gate_families.png
Scale bar: 100 um.
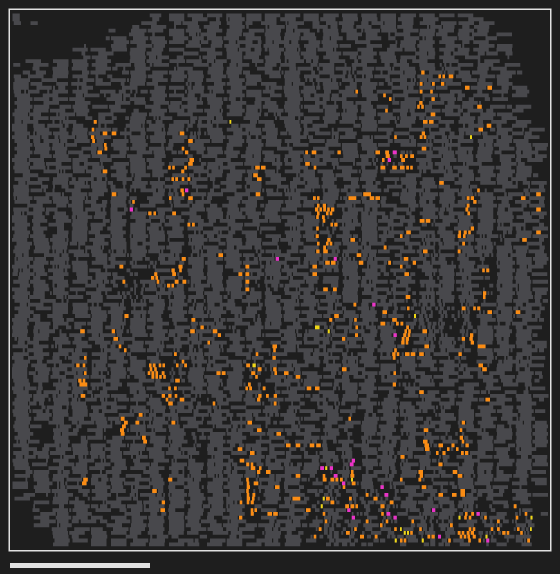
clock_map.png
Scale bar: 100 um.
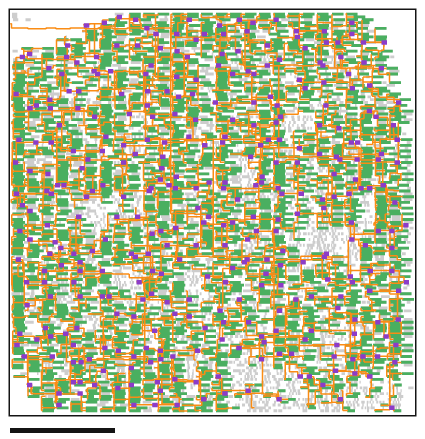
cell_classes.png
Scale bar: 100 um.
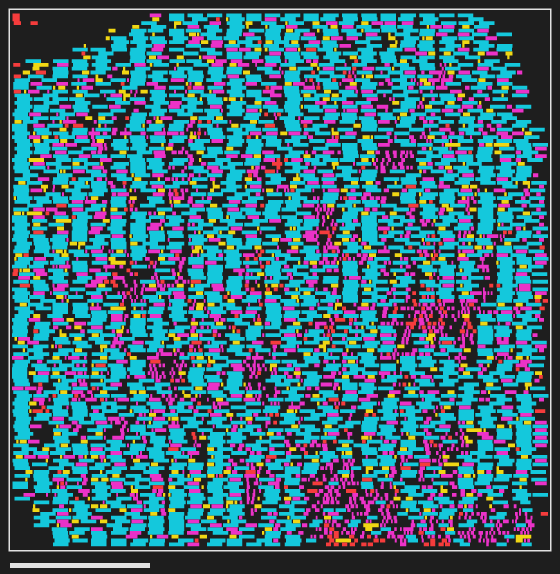
pdn.png
Pins as bars on the die edge. Tap cells in gray.
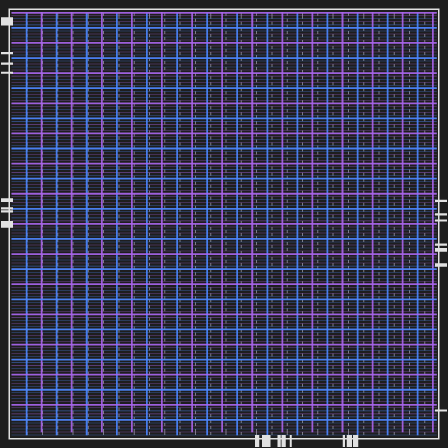
final_clocks.png
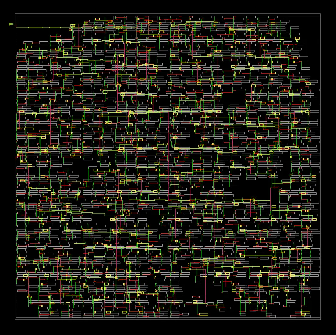
File: src/rtl/ws2812_frame_ctrl_if.sv
// ws2812_frame_ctrl_if: bus bundle between the SLIP receiver, the frame
// controller and the WS2812 bit encoder.
// Signals:
//   wr_addr/wr_data/wr_strobe  receiver byte writes into the pixel buffer
//   frame_end/frame_len        end-of-frame pulse and byte count
//   tx_data/tx_valid/tx_ready  byte stream handshake toward the encoder
// Modports: master = receiver/encoder side, slave = frame controller.
interface ws2812_frame_ctrl_if #(
    parameter int ADDR_W = 8
);
    logic [ADDR_W-1:0] wr_addr;
    logic [7:0]        wr_data;
    logic              wr_strobe;
    logic              frame_end;
    logic [ADDR_W:0]   frame_len;
    logic [7:0]        tx_data;
    logic              tx_valid;
    logic              tx_ready;

    modport master (
        output wr_addr, wr_data, wr_strobe,
        output frame_end, frame_len,
        output tx_ready,
        input  tx_data, tx_valid
    );

    modport slave (
        input  wr_addr, wr_data, wr_strobe,
        input  frame_end, frame_len,
        input  tx_ready,
        output tx_data, tx_valid
    );
endinterface

File: src/rtl/ws2812_frame_ctrl.sv
// ws2812_frame_ctrl: buffers receiver pixel bytes, streams a completed frame
// to the WS2812 encoder in address order, then holds the latch gap.
// Ports:
//   clk        rising-edge clock
//   reset      synchronous active-low reset
//   bus        ws2812_frame_ctrl_if.slave (writes, frame_end, tx stream)
//   busy       high while FETCH/SEND/LATCH
//   drop_count saturating count of dropped writes/frames
// Build option: WS2812_DOUBLE_BUFFER_EN selects the two-bank buffer with a
// one-deep pending frame; undefined gives a single bank that drops while busy.
module ws2812_frame_ctrl #(
    parameter int ADDR_W       = 8,
    parameter int LATCH_CYCLES = 2400,
    parameter int CNT_W        = 12
) (
    input  logic                clk,
    input  logic                reset,
    ws2812_frame_ctrl_if.slave  bus,
    output logic                busy,
    output logic [7:0]          drop_count
);
    localparam int DEPTH = 1 << ADDR_W;
    localparam logic [ADDR_W:0] MAX_LEN = (ADDR_W+1)'(DEPTH);
    localparam logic [ADDR_W:0] ONE_LEN = (ADDR_W+1)'(1);
    localparam logic [CNT_W-1:0] LATCH_INIT = CNT_W'(LATCH_CYCLES);
    localparam logic [CNT_W-1:0] ONE_CNT = CNT_W'(1);

`ifdef WS2812_DOUBLE_BUFFER_EN
    localparam int BANK_W = 1;
`else
    localparam int BANK_W = 0;
`endif
    localparam int MEM_AW = ADDR_W + BANK_W;

    typedef enum logic [1:0] {
        IDLE,
        FETCH,
        SEND,
        LATCH
    } state_t;

    state_t             state, state_n;
    logic [ADDR_W-1:0]  rd_ptr, rd_ptr_n;
    logic [ADDR_W:0]    len, len_n;
    logic [CNT_W-1:0]   cnt, cnt_n;
    logic               tx_valid_n;
    logic [1:0]         drop_inc;
    logic [8:0]         drop_sum;
    logic [7:0]         drop_n;
    logic               wr_en;
    logic               last;
    logic               frame_go;
    logic [ADDR_W:0]    clamp_len;
    logic [MEM_AW-1:0]  wr_idx;
    logic [MEM_AW-1:0]  rd_idx;

    logic [7:0] mem [1 << MEM_AW];

`ifdef WS2812_DOUBLE_BUFFER_EN
    logic               front, front_n;
    logic               pend, pend_n;
    logic [ADDR_W:0]    pend_len, pend_len_n;

    // Receiver always fills the back bank; the encoder reads the front bank.
    assign wr_idx = {~front, bus.wr_addr};
    assign rd_idx = {front, rd_ptr};
`else
    assign wr_idx = bus.wr_addr;
    assign rd_idx = rd_ptr;
`endif

    assign clamp_len = (bus.frame_len > MAX_LEN) ? MAX_LEN : bus.frame_len;
    assign frame_go  = bus.frame_end && (bus.frame_len != '0);
    assign last      = ({1'b0, rd_ptr} == (len - ONE_LEN));

    assign drop_sum = {1'b0, drop_count} + {7'b0, drop_inc};
    assign drop_n   = drop_sum[8] ? 8'hFF : drop_sum[7:0];

    always_comb begin
        state_n    = state;
        rd_ptr_n   = rd_ptr;
        len_n      = len;
        cnt_n      = cnt;
        tx_valid_n = bus.tx_valid;
        drop_inc   = 2'd0;
`ifdef WS2812_DOUBLE_BUFFER_EN
        front_n    = front;
        pend_n     = pend;
        pend_len_n = pend_len;
        wr_en      = bus.wr_strobe;
`else
        wr_en      = bus.wr_strobe && (state == IDLE);
        if (state != IDLE) begin
            drop_inc = {1'b0, bus.wr_strobe} + {1'b0, bus.frame_end};
        end
`endif

        unique case (state)
            IDLE: begin
                if (frame_go) begin
                    len_n    = clamp_len;
                    rd_ptr_n = '0;
                    state_n  = FETCH;
`ifdef WS2812_DOUBLE_BUFFER_EN
                    front_n  = ~front;
`endif
                end
            end
            FETCH: begin
                tx_valid_n = 1'b1;
                state_n    = SEND;
            end
            SEND: begin
                if (bus.tx_valid && bus.tx_ready) begin
                    tx_valid_n = 1'b0;
                    if (last) begin
                        cnt_n   = LATCH_INIT;
                        state_n = LATCH;
                    end else begin
                        rd_ptr_n = rd_ptr + 1'b1;
                        state_n  = FETCH;
                    end
                end
            end
            LATCH: begin
                cnt_n = cnt - ONE_CNT;
                // Exit on the cycle the count would reach zero so the
                // gap is exactly LATCH_CYCLES clocks long.
                if (cnt <= ONE_CNT) begin
                    cnt_n   = '0;
                    state_n = IDLE;
`ifdef WS2812_DOUBLE_BUFFER_EN
                    if (pend) begin
                        front_n  = ~front;
                        pend_n   = 1'b0;
                        len_n    = pend_len;
                        rd_ptr_n = '0;
                        state_n  = FETCH;
                    end
`endif
                end
            end
            default: begin
                state_n = IDLE;
            end
        endcase

`ifdef WS2812_DOUBLE_BUFFER_EN
        // pend_n reflects any consumption at latch expiry, so a frame_end
        // landing on that same cycle is queued without counting a drop.
        if ((state != IDLE) && frame_go) begin
            if (pend_n) begin
                drop_inc = 2'd1;
            end
            pend_n     = 1'b1;
            pend_len_n = clamp_len;
        end
`endif
    end

    always_ff @(posedge clk) begin
        if (!reset) begin
            state        <= IDLE;
            rd_ptr       <= '0;
            len          <= '0;
            cnt          <= '0;
            bus.tx_valid <= 1'b0;
            bus.tx_data  <= 8'h00;
            busy         <= 1'b0;
            drop_count   <= 8'h00;
`ifdef WS2812_DOUBLE_BUFFER_EN
            front        <= 1'b0;
            pend         <= 1'b0;
            pend_len     <= '0;
`endif
        end else begin
            state        <= state_n;
            rd_ptr       <= rd_ptr_n;
            len          <= len_n;
            cnt          <= cnt_n;
            bus.tx_valid <= tx_valid_n;
            busy         <= (state_n != IDLE);
            drop_count   <= drop_n;
            if (state == FETCH) begin
                bus.tx_data <= mem[rd_idx];
            end
`ifdef WS2812_DOUBLE_BUFFER_EN
            front        <= front_n;
            pend         <= pend_n;
            pend_len     <= pend_len_n;
`endif
        end
    end

    always_ff @(posedge clk) begin
        if (wr_en) begin
            mem[wr_idx] <= bus.wr_data;
        end
    end
endmodule
File: src/flat_wrapper.sv
// flat-port wrapper written by rule: the top's interface ports become plain ports
module ws2812_frame_ctrl_flat 
#(
    parameter int ADDR_W       = 8,
    parameter int LATCH_CYCLES = 2400,
    parameter int CNT_W        = 12
)
  (clk, reset, busy, drop_count, bus_wr_addr, bus_wr_data, bus_wr_strobe, bus_frame_end, bus_frame_len, bus_tx_ready, bus_tx_data, bus_tx_valid);
  ws2812_frame_ctrl_if #(.ADDR_W(ADDR_W)) bus_i ();
  input  logic clk;
  input  logic reset;
  output logic busy;
  output logic [7:0] drop_count;
  input wire logic [$bits(bus_i.wr_addr)-1:0] bus_wr_addr;
  input wire logic [$bits(bus_i.wr_data)-1:0] bus_wr_data;
  input wire logic [$bits(bus_i.wr_strobe)-1:0] bus_wr_strobe;
  input wire logic [$bits(bus_i.frame_end)-1:0] bus_frame_end;
  input wire logic [$bits(bus_i.frame_len)-1:0] bus_frame_len;
  input wire logic [$bits(bus_i.tx_ready)-1:0] bus_tx_ready;
  output wire logic [$bits(bus_i.tx_data)-1:0] bus_tx_data;
  output wire logic [$bits(bus_i.tx_valid)-1:0] bus_tx_valid;
  assign bus_i.wr_addr = bus_wr_addr;
  assign bus_i.wr_data = bus_wr_data;
  assign bus_i.wr_strobe = bus_wr_strobe;
  assign bus_i.frame_end = bus_frame_end;
  assign bus_i.frame_len = bus_frame_len;
  assign bus_i.tx_ready = bus_tx_ready;
  assign bus_tx_data = bus_i.tx_data;
  assign bus_tx_valid = bus_i.tx_valid;
  ws2812_frame_ctrl #(.ADDR_W(ADDR_W), .LATCH_CYCLES(LATCH_CYCLES), .CNT_W(CNT_W)) u_core (.clk(clk), .reset(reset), .bus(bus_i), .busy(busy), .drop_count(drop_count));
endmodule
File: config.mk
export PLATFORM = sky130hd
export DESIGN_NAME = ws2812_frame_ctrl_flat
export DESIGN_NICKNAME = d
export VERILOG_FILES = /design/src/rtl/ws2812_frame_ctrl_if.sv /design/src/rtl/ws2812_frame_ctrl.sv /design/src/flat_wrapper.sv
export SDC_FILE = /design/constraint.sdc
export NUM_CORES = 2
export LEC_CHECK = 0
export CELL_PAD_IN_SITES_DETAIL_PLACEMENT = 1
export CELL_PAD_IN_SITES_GLOBAL_PLACEMENT = 2
export CORE_UTILIZATION = 56
export CTS_BUF_LIST = sky130_fd_sc_hd__clkbuf_8
export CTS_CLUSTER_DIAMETER = 120
export DETAILED_ROUTE_END_ITERATION = 10
export PLACE_DENSITY_LB_ADDON = 0.1
export SYNTH_ARGS = -nofsm -noshare
export SYNTH_HDL_FRONTEND = slang
export SYNTH_SLANG_ARGS = --single-unit
export TNS_END_PERCENT = 100
File: constraint.sdc
create_clock -name clk -period 5.15 [get_ports clk]
set_input_delay 1.2875 -clock clk [delete_from_list [all_inputs] [get_ports clk]]
set_output_delay 1.2875 -clock clk [all_outputs]
set_load 0.05 [all_outputs]
==> flow_summary.toml <==
# flow metrics
[outcome]
status = "finished, violations left"
violations = "capacitance limit, slew limit"

[critical_path]
rrSetupSlack_ns = 0.60
critical_path_class = "register to register"
ff2ff_path_depth = 8
reg2reg_to = "u_core.bus.tx_data[3]$_SDFFE_PN0P_"
critPathMaxFanout = 36
crit_path_end_kind = "register"
rr_startpoint = "u_core.rd_idx[2]$_SDFFE_PN0P_"
worstPathArrival_ns = 5.52
crit_end = "u_core.bus.tx_data[3]$_SDFFE_PN0P_"

[drt]
drc = 0
dr.pass1.iters = 5
drt_iter0_markers = 4856
wl_per_cell_um = 34.7

[timing]
fin_ws_ns = 0.600
report.final.slew_viol_count = 1
finalCritPeriodShare_pct = 88.3
fin_setup_tns_ns = 0

[yosys]
synth-edff-count = 2048
largest_area_cell = "edfxtp_1"
ys_ff = 2097
yosys.area.top_type_share_pct = 74.5
syn_inst = 4123
async_flop_share_pct = 0
fp_nets = 4161
ys_seq_share_pct = 75.6
synth.most_common_cell = "edfxtp_1"

[global_route]
gr-usage-met1_pct = 44.9
track_usage_pct = 31.5
grt_max_degree = 120
gr-total-overflow = 0

[power_and_ir_drop]
combPwrFrac_pct = 2.7
powerDensity_nw_per_um2 = 362
seqPwrFrac_pct = 56.3
p_leak_nw = 28.4

[die]
ios = 48
core-area_um2 = 146000
rows = 140

[cells_and_area]
area_growth_pct = 11.6
design_area_um2 = 92200
nets = 4537
lay_top_count = "edfxtp_1"
regMostFlops = "u_core.mem"
drive_gt1_share_pct = 23.2
biggestRegsByFlops = "u_core.mem: 2048 flops, u_core.cnt: 12 flops, u_core.len: 9 flops"

[placed_design]
port_buffers = 47
gp_congestion = 0.843

[clocking]
cts_tree = "built"
clk_latency_ns = 1.07
cts.root.buffer_cell = "clkbuf_8"
clkTransAtPathRegs_ns = 0.06

[worst_hold_path]
whs_endpoint = "u_core.len[8]$_SDFFE_PN0P_"

[job]
max_cap_viol_count = 1
Back to the opening pictures, gate_families.png:
color	family	cells
yellow	inverters	19
magenta	AND and OR gates	24
orange	inverting AOI/OAI gates	461

Back to the opening pictures, clock_map.png:
[purple] cells driving clock nets | count: 351
[orange] clock wires | length: 25.6 mm
[green] flip-flops | count: 2097
flops lie	spread over the die

Back to the opening pictures, cell_classes.png:
color	class	cells	share of their area
magenta	all other logic	1786	21%
red	other buffers and delay cells	263	2.8%
yellow	clock drivers and dummy loads	608	7.0%
cyan	flip-flops	2097	70%

Back to the opening pictures, pdn.png:
color	net
purple	VDD
blue	VSS
rows	140
tap cells	1917
met4 straps	28

Back to the opening pictures, final_clocks.png:
# clk buffers: 359
clock skew: 0.0654 ns
CTS Buf Count: 351
CTS sink cnt: 2097

==> power groups by stage <==
| stage | Clock [mW] | Combinational [mW] | Sequential [mW] |
|---|---|---|---|
| 6_report | 13.7 | 0.913 | 18.8 |
| 3_3_place_gp | 0 | 0.898 | 19.1 |
| 4_1_cts | 13.8 | 0.919 | 18.8 |
| 5_1_grt | 14.5 | 0.959 | 18.8 |
| 2_1_floorplan | 0 | 0.363 | 19.1 |
| 3_5_place_dp | 0 | 0.919 | 19.1 |
==> final cells by class <==
type | instances | area [um^2] | area share (%)
Clock inverter | 249 | 1360 | 1.48
Timing Repair Buffer | 263 | 2530 | 2.75
Clock buffer | 359 | 4940 | 5.36
Multi-Input combinational cell | 1767 | 18400 | 19.9
Inverter | 19 | 78.8 | 0.0855
Tap cell | 1917 | 2400 | 2.60
Antenna cell | 3 | 7.51 | 0.00814
Sequential cell | 2097 | 62500 | 67.8
==> kinds of logic (layout without fill, tap and decap cells) <==
kind of cell    after synthesis  in the layout  synth area share (%)
flops                      2097           2097                  75.6
mux                         706            706                  15.0
simple gates                553            553                  2.98
compound gates              484            484                  3.92
buf+inv                     259            890                  2.19
xor+xnor                     16             16                 0.170
fa+ha+maj                     8              8                 0.130
other cells                   0              3                     0
==> stage by stage <==
step	instances	hold WS [ns]
after floorplan	4123	0.448
after global placement	6063	0.467
after detailed placement	6063	0.471
after CTS	6671	0.479
after global routing	6673	0.525
final	6674	0.473
==> routing by layer <==
metal	wire, um	share of wire, %
met1	94300	41
met2	110000	48
met3	19500	8.4
met4	7440	3.2
met5	70	0.030
==> critical path: stages, from the launching register on <==
cell and delay, ns:
dfxtp_4 0.81, nand2b_4 0.56, buf_4 0.41, o221ai_1 0.32
o22ai_1 0.15, o21ai_0 0.64, a21oi_1 0.15, nor4_1 1.24
a211o_1 0.19
Power is estimated from default activity; no workload was simulated.
